[src/rtl/lmsm_seq.sv]
// lmsm_seq: load/store-multiple sequencer for the IITB-RISC EX stage.
// Expands an 8-bit register mask into single-register memory transfers
// at consecutive addresses, freezing upstream stages while running.
// Optional feature macro: LMSM_SKIP_EMPTY_EN
//   defined   -> priority encoder visits only set mask bits
//   undefined -> 3-bit index scans all 8 mask bits
module lmsm_seq (
  input  logic        clk,
  input  logic        rst,
  input  logic        start,
  input  logic        is_sm,
  input  logic [7:0]  imm,
  input  logic [15:0] base,
  input  logic        hold,
  input  logic        flush,
  output logic        busy,
  output logic        stall_out,
  output logic        valid_out,
  output logic [2:0]  reg_addr,
  output logic [15:0] mem_addr,
  output logic        mem_rd,
  output logic        mem_write,
  output logic        reg_write,
  output logic        done
);

  localparam logic [1:0] S_IDLE = 2'd0;
  localparam logic [1:0] S_RUN  = 2'd1;
  localparam logic [1:0] S_DONE = 2'd2;

  logic [1:0]  r_state;
  logic [7:0]  r_pending;
  logic [15:0] r_addr;
  logic [2:0]  r_idx;
  logic        r_is_sm;

  logic [2:0]  w_cur;
  logic        w_run;
  logic        w_valid;
  logic [7:0]  w_pend_clr;

`ifdef LMSM_SKIP_EMPTY_EN
  // Lowest set bit of the pending mask selects the current transfer.
  always_comb begin
    w_cur = 3'd0;
    for (int i = 7; i >= 0; i--) begin
      if (r_pending[i]) w_cur = i[2:0];
    end
  end
`else
  // Scan index selects the current mask bit, set or not.
  always_comb begin
    w_cur = r_idx;
  end
`endif

  assign w_run      = (r_state == S_RUN);
  assign w_valid    = w_run & r_pending[w_cur];
  assign w_pend_clr = r_pending & ~(8'b1 << w_cur);

  // Sequencer state and transfer bookkeeping.
  always_ff @(posedge clk) begin
    if (rst) begin
      r_state   <= S_IDLE;
      r_pending <= 8'h00;
      r_addr    <= 16'h0000;
      r_idx     <= 3'd0;
      r_is_sm   <= 1'b0;
    end else if (flush) begin
      // Drop the remaining transfers; no done pulse.
      r_state   <= S_IDLE;
      r_pending <= 8'h00;
      r_idx     <= 3'd0;
    end else begin
      case (r_state)
        S_IDLE: begin
          if (start) begin
            r_pending <= imm;
            r_addr    <= base;
            r_is_sm   <= is_sm;
            r_idx     <= 3'd0;
            r_state   <= (imm != 8'h00) ? S_RUN : S_DONE;
          end
        end
        S_RUN: begin
          if (!hold) begin
            if (w_valid) begin
              r_pending <= w_pend_clr;
              r_addr    <= r_addr + 16'd1;
            end
`ifdef LMSM_SKIP_EMPTY_EN
            if (w_valid && (w_pend_clr == 8'h00)) r_state <= S_DONE;
`else
            r_idx <= r_idx + 3'd1;
            if (r_idx == 3'd7) r_state <= S_DONE;
`endif
          end
        end
        S_DONE: begin
          r_state <= S_IDLE;
        end
        default: begin
          r_state <= S_IDLE;
        end
      endcase
    end
  end

  // Output decode; gated by rst so outputs read as reset values during reset.
  always_comb begin
    busy      = ~rst & ((r_state == S_RUN) | (r_state == S_DONE));
    stall_out = ~rst & ((start & (r_state == S_IDLE)) | w_run);
    valid_out = ~rst & w_valid;
    reg_addr  = rst ? 3'd0 : w_cur;
    mem_addr  = rst ? 16'h0000 : r_addr;
    mem_rd    = ~rst & w_valid & ~r_is_sm;
    mem_write = ~rst & w_valid & r_is_sm;
    reg_write = ~rst & w_valid & ~r_is_sm;
    done      = ~rst & (r_state == S_DONE);
  end

endmodule

[config.mk]
export PLATFORM = sky130hd
export DESIGN_NAME = lmsm_seq
export DESIGN_NICKNAME = d
export VERILOG_FILES = /design/src/rtl/lmsm_seq.sv
export SDC_FILE = /design/constraint.sdc
export NUM_CORES = 1
export LEC_CHECK = 0
export ABC_CLOCK_PERIOD_IN_PS = 1800
export CORE_AREA = 2 2 53 104
export DETAILED_ROUTE_END_ITERATION = 8
export DIE_AREA = 0 0 55 106
export GPL_TIMING_DRIVEN = 0
export PLACE_DENSITY_LB_ADDON = 0.08
export RECOVER_POWER = 25
export REMOVE_ABC_BUFFERS = 1
export SYNTH_ARGS = -nofsm -noshare
export SYNTH_HDL_FRONTEND = slang
export SYNTH_SLANG_ARGS = --single-unit
[constraint.sdc]
create_clock -name clk -period 1.8 [get_ports clk]
set_input_delay 0.18 -clock clk [delete_from_list [all_inputs] [get_ports clk]]
set_output_delay 0.18 -clock clk [all_outputs]
set_load 0.05 [all_outputs]
pdn.png
Scale bar: 20 um. Pins as bars on the die edge. Tap cells in gray.
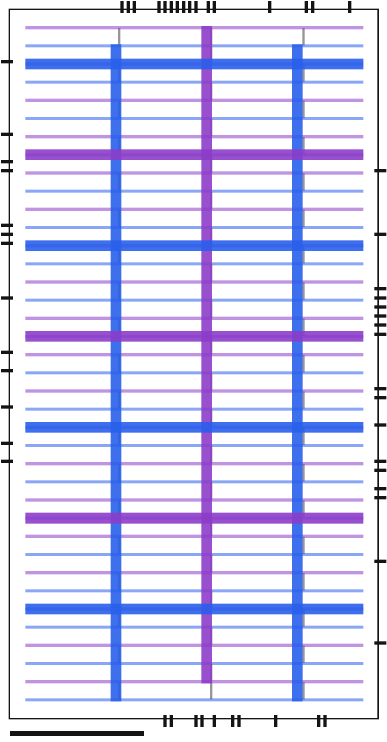
color	net
purple	VDD
blue	VSS
tap cells	58
rows	37
signal pins	56
met5 straps	7
Core Box Area: 5090 um^2
die height: 106 um

cell_classes.png
Scale bar: 20 um.
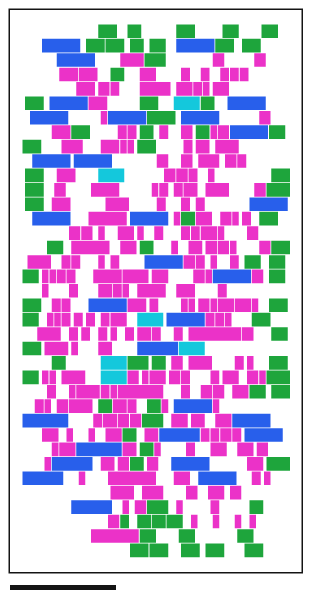
color	class	cells
cyan	clock drivers and dummy loads	6
green	other buffers and delay cells	72
blue	flip-flops	30
magenta	all other logic	229

==> reports/qor.csv <==
stage,metric,value,unit
placement,Area after DPL,2660,um^2
yosys,ys cells,275,
yosys,top cells by count,"dfxtp_1, nor2_1, nand2_1, nand3_1",
finish,Flop area,614,um^2
route,routed len/inst,17.7,um
finish,share of layout cells above drive strength 1,0.205,
global_route,met3 Track Usage GR,0.0351,
finish,fillers,496,
final_timing,final hold vios,0,
clocking,# Post-CTS Setup Buffers,14,
final_timing,# setup viols final,24,
global_route,all-layer global routing usage,0.265,
status,outcome,finished with violations,
yosys,register area share after synthesis,0.284,
yosys,Dominant combinational family,simple AND/OR/NAND/NOR gates,
worst_setup_path,family with the most delay on the worst path,simple AND/OR/NAND/NOR gates,
yosys,Synth cell types,53,
final_timing,Setup WS post-layout,-205,ps
route,first-pass iteration count of the detailed router,4,
route,DR vias/cell,5.92,
finish,count of non-CTS inverters in the layout,19,
status,failing checks,negative setup slack,
[power by group through the flow]
stage / clock network [uW] / registers, uW / logic [uW]
after floorplan: 0 / 743 / 255
after global placement: 0 / 755 / 424
after detailed placement: 0 / 756 / 426
after CTS: 557 / 742 / 473
after global routing: 585 / 749 / 524
final: 547 / 744 / 490
[state kept, by name, summed over array words and instances, names as in the netlist]
register   flops
r_addr        16
r_state        2
r_is_sm        1
r_idx          3
r_pending      8
[path summary, 6_finish.rpt]
path	start	to	cells after the start
worst max-delay path	r_idx[0]$_SDFFE_PP0P_	mem_write	6
worst min-delay path	rst	r_is_sm$_SDFFE_PP0P_	2
worst max register to register	r_idx[0]$_SDFFE_PP0P_	r_addr[15]$_SDFFE_PP0P_	5
worst min register to register	r_pending[1]$_SDFFE_PP0P_	r_pending[1]$_SDFFE_PP0P_	1
